`src/rtl/pll_lock_sequencer_pkg.sv`:
```
// pll_lock_sequencer_pkg
//   Shared types and constants for the PLL lock sequencer.
//   - state_t : sequencer states
//   - RETRY_W : width of the retry counter output
//   - max3()  : largest of three cycle parameters, used to size the shared counter
package pll_lock_sequencer_pkg;

  typedef enum logic [2:0] {
    HOLD,
    WAIT_LOCK,
    STABLE,
    RUN,
    FAULT
  } state_t;

  localparam int RETRY_W = 4;

  function automatic int max3(input int a, input int b, input int c);
    int m;
    m = (a > b) ? a : b;
    return (m > c) ? m : c;
  endfunction

endpackage

```
`src/rtl/pll_lock_sequencer_sync_2ff.sv`:
```
// sync_2ff
//   Generic two-flop synchronizer for asynchronous level inputs.
//   Ports:
//     i_clk   destination clock
//     i_rst_n asynchronous active-low reset, clears both stages to 0
//     i_d     asynchronous input
//     o_q     synchronized output (two destination-clock cycles of latency)
module sync_2ff #(
  parameter int WIDTH = 1
) (
  input  logic             i_clk,
  input  logic             i_rst_n,
  input  logic [WIDTH-1:0] i_d,
  output logic [WIDTH-1:0] o_q
);

  logic [WIDTH-1:0] r_meta;
  logic [WIDTH-1:0] r_sync;

  always_ff @(posedge i_clk or negedge i_rst_n) begin
    if (!i_rst_n) begin
      r_meta <= '0;
      r_sync <= '0;
    end else begin
      r_meta <= i_d;
      r_sync <= r_meta;
    end
  end

  assign o_q = r_sync;

endmodule

```
`src/rtl/pll_lock_sequencer.sv`:
```
// pll_lock_sequencer
//   Brings up the system PLL from the free-running reference clock: holds the
//   PLL in reset, waits for LOCK with a timeout and bounded retries, demands a
//   stable LOCK window, then releases the downstream active-low system reset.
//   Ports:
//     i_clk          reference clock (free-running, not the PLL output)
//     i_rst_n        asynchronous active-low block reset
//     i_pll_lock     raw PLL LOCK, asynchronous to i_clk
//     i_restart      single-cycle request to re-run the sequence from HOLD
//     o_pll_resetb   PLL RESETB (active-low)
//     o_sys_reset_n  active-low reset to the PLL clock domain
//     o_pll_ready    high only in RUN
//     o_fault        high only in FAULT
//     o_retry_count  failed attempts since reset/restart, saturates at MAX_RETRIES
//   Build option:
//     PLL_SEQ_LOCK_MONITOR_EN  when defined, losing lock in RUN counts as a
//                              failed attempt and returns to HOLD (or FAULT).
module pll_lock_sequencer
  import pll_lock_sequencer_pkg::*;
#(
  parameter int RESET_HOLD_CYCLES   = 16,
  parameter int LOCK_TIMEOUT_CYCLES = 4096,
  parameter int LOCK_STABLE_CYCLES  = 256,
  parameter int MAX_RETRIES         = 3
) (
  input  logic               i_clk,
  input  logic               i_rst_n,
  input  logic               i_pll_lock,
  input  logic               i_restart,
  output logic               o_pll_resetb,
  output logic               o_sys_reset_n,
  output logic               o_pll_ready,
  output logic               o_fault,
  output logic [RETRY_W-1:0] o_retry_count
);

  localparam int CNT_MAX = max3(RESET_HOLD_CYCLES, LOCK_TIMEOUT_CYCLES, LOCK_STABLE_CYCLES);
  localparam int CNT_W   = $clog2(CNT_MAX) + 1;
  localparam logic [RETRY_W-1:0] RETRY_MAX = RETRY_W'(MAX_RETRIES);

  // Counter load for a state: it is a down-counter that expires at zero, so a
  // state lasting N cycles is loaded with N-1.
  function automatic logic [CNT_W-1:0] load_val(input state_t s);
    case (s)
      HOLD:      return CNT_W'(RESET_HOLD_CYCLES - 1);
      WAIT_LOCK: return CNT_W'(LOCK_TIMEOUT_CYCLES - 1);
      STABLE:    return CNT_W'(LOCK_STABLE_CYCLES - 1);
      default:   return '0;
    endcase
  endfunction

  logic               w_lock_s;
  state_t             r_state, w_state_nxt;
  logic [CNT_W-1:0]   r_cnt, w_cnt_nxt;
  logic [RETRY_W-1:0] r_retry, w_retry_nxt;
  logic               w_fail;

  logic r_pll_resetb, r_sys_reset_n, r_pll_ready, r_fault;

  sync_2ff #(.WIDTH(1)) u_lock_sync (
    .i_clk   (i_clk),
    .i_rst_n (i_rst_n),
    .i_d     (i_pll_lock),
    .o_q     (w_lock_s)
  );

  always_comb begin
    w_state_nxt = r_state;
    w_cnt_nxt   = r_cnt;
    w_retry_nxt = r_retry;
    w_fail      = 1'b0;

    case (r_state)
      HOLD: begin
        if (r_cnt == '0) w_state_nxt = WAIT_LOCK;
        else             w_cnt_nxt   = r_cnt - 1'b1;
      end
      WAIT_LOCK: begin
        // Lock is checked before expiry so a coincident lock wins.
        if (w_lock_s)          w_state_nxt = STABLE;
        else if (r_cnt == '0)  w_fail      = 1'b1;
        else                   w_cnt_nxt   = r_cnt - 1'b1;
      end
      STABLE: begin
        // Any low sample restarts the stability window without costing a retry.
        if (!w_lock_s)         w_cnt_nxt   = load_val(STABLE);
        else if (r_cnt == '0)  w_state_nxt = RUN;
        else                   w_cnt_nxt   = r_cnt - 1'b1;
      end
      RUN: begin
`ifdef PLL_SEQ_LOCK_MONITOR_EN
        if (!w_lock_s) w_fail = 1'b1;
`endif
      end
      FAULT: begin
      end
      default: w_state_nxt = HOLD;
    endcase

    if (w_fail) begin
      if (r_retry != RETRY_MAX) w_retry_nxt = r_retry + 1'b1;
      w_state_nxt = (w_retry_nxt == RETRY_MAX) ? FAULT : HOLD;
    end

    if (i_restart) begin
      w_state_nxt = HOLD;
      w_retry_nxt = '0;
    end

    // Reload on every entry, including a restart that re-enters HOLD from HOLD.
    if ((w_state_nxt != r_state) || i_restart) w_cnt_nxt = load_val(w_state_nxt);
  end

  always_ff @(posedge i_clk or negedge i_rst_n) begin
    if (!i_rst_n) begin
      r_state <= HOLD;
      r_cnt   <= load_val(HOLD);
      r_retry <= '0;
    end else begin
      r_state <= w_state_nxt;
      r_cnt   <= w_cnt_nxt;
      r_retry <= w_retry_nxt;
    end
  end

  // Outputs are decoded from the next state so they change on the same edge
  // as the state register while still coming straight from flops.
  always_ff @(posedge i_clk or negedge i_rst_n) begin
    if (!i_rst_n) begin
      r_pll_resetb  <= 1'b0;
      r_sys_reset_n <= 1'b0;
      r_pll_ready   <= 1'b0;
      r_fault       <= 1'b0;
    end else begin
      r_pll_resetb  <= (w_state_nxt != HOLD) && (w_state_nxt != FAULT);
      r_sys_reset_n <= (w_state_nxt == RUN);
      r_pll_ready   <= (w_state_nxt == RUN);
      r_fault       <= (w_state_nxt == FAULT);
    end
  end

  assign o_pll_resetb  = r_pll_resetb;
  assign o_sys_reset_n = r_sys_reset_n;
  assign o_pll_ready   = r_pll_ready;
  assign o_fault       = r_fault;
  assign o_retry_count = r_retry;

endmodule

```
`config.mk`:
```
export PLATFORM = sky130hd
export DESIGN_NAME = pll_lock_sequencer
export DESIGN_NICKNAME = d
export VERILOG_FILES = /design/src/rtl/pll_lock_sequencer_pkg.sv /design/src/rtl/pll_lock_sequencer_sync_2ff.sv /design/src/rtl/pll_lock_sequencer.sv
export SDC_FILE = /design/constraint.sdc
export NUM_CORES = 1
export LEC_CHECK = 0
export CORE_UTILIZATION = 53
export DETAILED_ROUTE_END_ITERATION = 8
export GPL_TIMING_DRIVEN = 0
export PLACE_DENSITY = 0.78
export SLEW_MARGIN = 20
export SYNTH_ARGS = -nofsm -noshare
export SYNTH_HDL_FRONTEND = slang
export SYNTH_SLANG_ARGS = --single-unit
```
`constraint.sdc`:
```
create_clock -name i_clk -period 1.96 [get_ports i_clk]
set_input_delay 0.49 -clock i_clk [delete_from_list [all_inputs] [get_ports i_clk]]
set_output_delay 0.49 -clock i_clk [all_outputs]
set_load 0.01 [all_outputs]
```
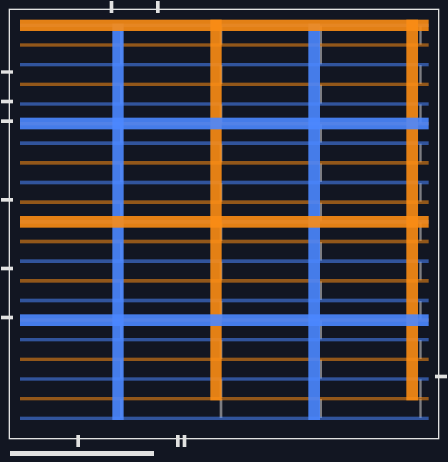
(power grid)
Bar = 20 um. Pins as bars on the die edge. Tap cells in gray.
orange -> VDD
blue -> VSS
rows = 20
met5 straps = 4
met4 straps = 4

==> flow_summary.ini <==
; synthesis and place-and-route metrics
[run_status]
status = finished with violations
violations = setup timing

[routing]
viasPerCell = 6.40
ant_nets = 0
drc = 0
dr.max_layer_used = met4
routed_wirelength_um = 4820
m1WireLength_um = 1990
met2_length_um = 2510
drt_iter0_drc = 101
dr.pass1.iters = 4
route.met3.wl_um = 203

[power_and_ir_drop]
powerDensity_nw_per_um2 = 382
seqPwrFrac_pct = 61.3
share_comb_of_total_power_pct = 12.2
clk-power_uw = 231
p_clk_share_pct = 26.6
p_switching_uw = 215
internal_power_uw = 655
powerSeq_uw = 533
ir_worst_vdd_v = 0.000354
leakage_nw = 0.974
top_power_group = registers
comb_power_uw = 106
switching_share_pct = 24.8

[finish]
regArea_um2 = 632
areaGrowthSynthToFinish_pct = 31.0
nMultiInputCombCells = 142
fin_area_um2 = 2270
clkbuf_count = 4
comb_area_share_pct = 50.3
num_antenna_cells = 0
num-nonclk-buffers = 46
sh_seq_area_pct = 27.8
clock_cell_area_share_pct = 1.16
finalNetCount = 232
flop-count = 25
drive_above_1_share_pct = 36.0
fillers = 224
final-nonclk-buf-share_pct = 17.0
largest_cell_class = combinational gates
fin_cells = 269
inverters = 8

[placed_design]
numPlacedInstances = 243
place_area_um2 = 1920
gp_congestion = 0.877
hpwl_um = 2970
io_buffers = 11
dp_slack_ns = -0.453

[logic_synthesis]
yosysTopAreaCell = dfrtp_1
top_cell_area_share_pct = 30.3
yosysMostFrequentCell = nor2_1
synth_flops = 25
ys_seq_share_pct = 36.3
synth_cell_types = 54
async_flop_share_pct = 100
synthesis.area_um2 = 1740
xor_share_pct = 1.51
syn_area_per_cell_um2 = 9.24
ff_type = dfrtp_1
yosys_area_um2 = 1740
ys_sh_mux_pct = 1.73
yosys_warnings = 0
syn_nets = 194
synth-simple-area-share_pct = 32.1
synth.cellmix.adderShare_pct = 1.44

[final_timing]
setup_viol = 4
fin_skew_ns = 0.00732
fmax_mhz = 497
rsz0062_at_grt = yes
hold_viol = 0
slew_violations = 0
fin_ws_ns = -0.0507

[setup_path]
required_ns = 2.17
r2r-start = r_cnt[0]$_DFFE_PN1P_
reg2regPathDepth = 8
end_kind = flip-flop
cp-start-kind = flip-flop
arrival_ns = 2.22
r2r_slack_ns = -0.05
critPathMaxFanout = 5
crit_path_end = r_cnt[5]$_DFFE_PN0P_
worstSetupStartpoint = r_cnt[0]$_DFFE_PN1P_
path_class = flip-flop to flip-flop

[global_route]
gr-total-overflow = 0
grt_usage_pct = 28.2
grt_pass1_wl_um = 7440
antenna_found_initial = 0
grt_pass1_vias = 1591
top_usage_layer = met2
met2_usage_pct = 47.0
grtUsageMet1_pct = 35.9
grt_max_degree = 26

[clocking]
root_buffer = clkbuf_4
cts_buffers = 3
cts.sinks = 25
clk_pin_slew_ns = 0.13
clk-insertion-delay-late_ns = 0.32
cts_buffer_depth = 2
tritoncts = yes

[run]
warning_count = 28

[floorplan]
initCoreUtil_pct = 56.4
die_w_um = 59.2
ios = 12
core_area_um2 = 3080
die_y_um = 59.2
die-area_um2 = 3510
row_count = 20
taps = 44

[hold_path]
hold_path_class = input port to asynchronous set/reset pin
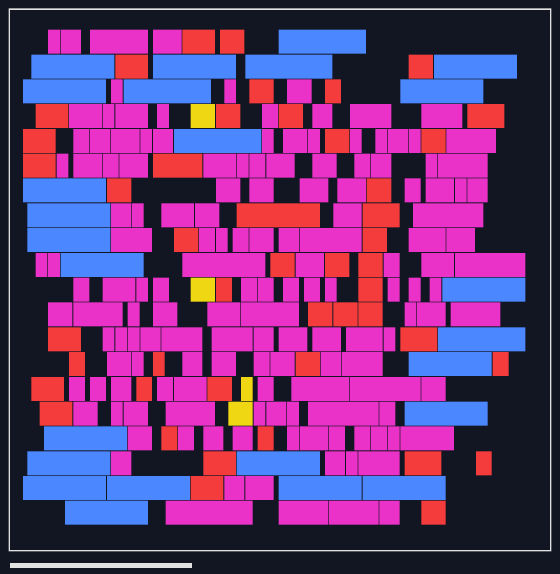
(cell classes on the final placement)
Bar = 20 um.
yellow -> clock drivers and dummy loads  # cells 4
red -> other buffers and delay cells  # cells 46
magenta -> combinational and other logic  # cells 150
blue -> flops  # cells 25

[registers in the layout, summed over array words and instances, names as in the netlist]
name,cells
o_pll_resetb,1
o_pll_ready,1
u_lock_sync.r_meta,1
o_fault,1
o_retry_count,4
r_state,3
r_cnt,13
u_lock_sync.o_q,1
[critical path, stage by stage, from the launching register on]
cell and delay (ns):
dfstp_2 0.40, inv_2 0.07, ha_4 0.14, nor3b_4 0.25, buf_4 0.17, nand4_1 0.18
a22o_4 0.36, nor3_4 0.28, a221oi_2 0.05
[timing repair]
action | 4_1_cts | 5_1_grt
hold buffers | 0 | 0
pin swaps | 8 | 17
setup endpoints to repair | 16 | 17
setup buffers | 11 | 9
cloned | 1 | 1
resized | 15 | 25
[per-stage QoR]
stage / util [%] / hold slack (ns) / total power, mW / setup TNS [ns]
global route: 73.9 / 0.166 / 0.904 / -1.39
CTS: 68.0 / 0.370 / 0.865 / -0.133
global placement: 62.2 / 0.333 / 0.616 / -3.23
floorplan: - / 0.194 / 0.590 / 0
finish: 73.9 / 0.124 / 0.870 / -0.141
detailed placement: 62.2 / 0.340 / 0.621 / -4.19
[layout by cell type, fill, tap and decap left out, drive strengths merged, types with 5 or more instances in the layout]
| cell | Yosys | layout |
|---|---|---|
| nor4 | 10 | 10 |
| nand3 | 7 | 7 |
| clkbuf | 3 | 8 |
| nand2 | 7 | 7 |
| o21ai | 9 | 9 |
| a21o | 5 | 5 |
| dfrtp | 21 | 21 |
| nor3 | 14 | 14 |
| a221oi | 7 | 7 |
| inv | 8 | 8 |
| buf | 10 | 32 |
| nor2 | 24 | 24 |
| clkdlybuf4s50 | 0 | 10 |
No activity file was given, so power comes from the tool's default toggle rates.
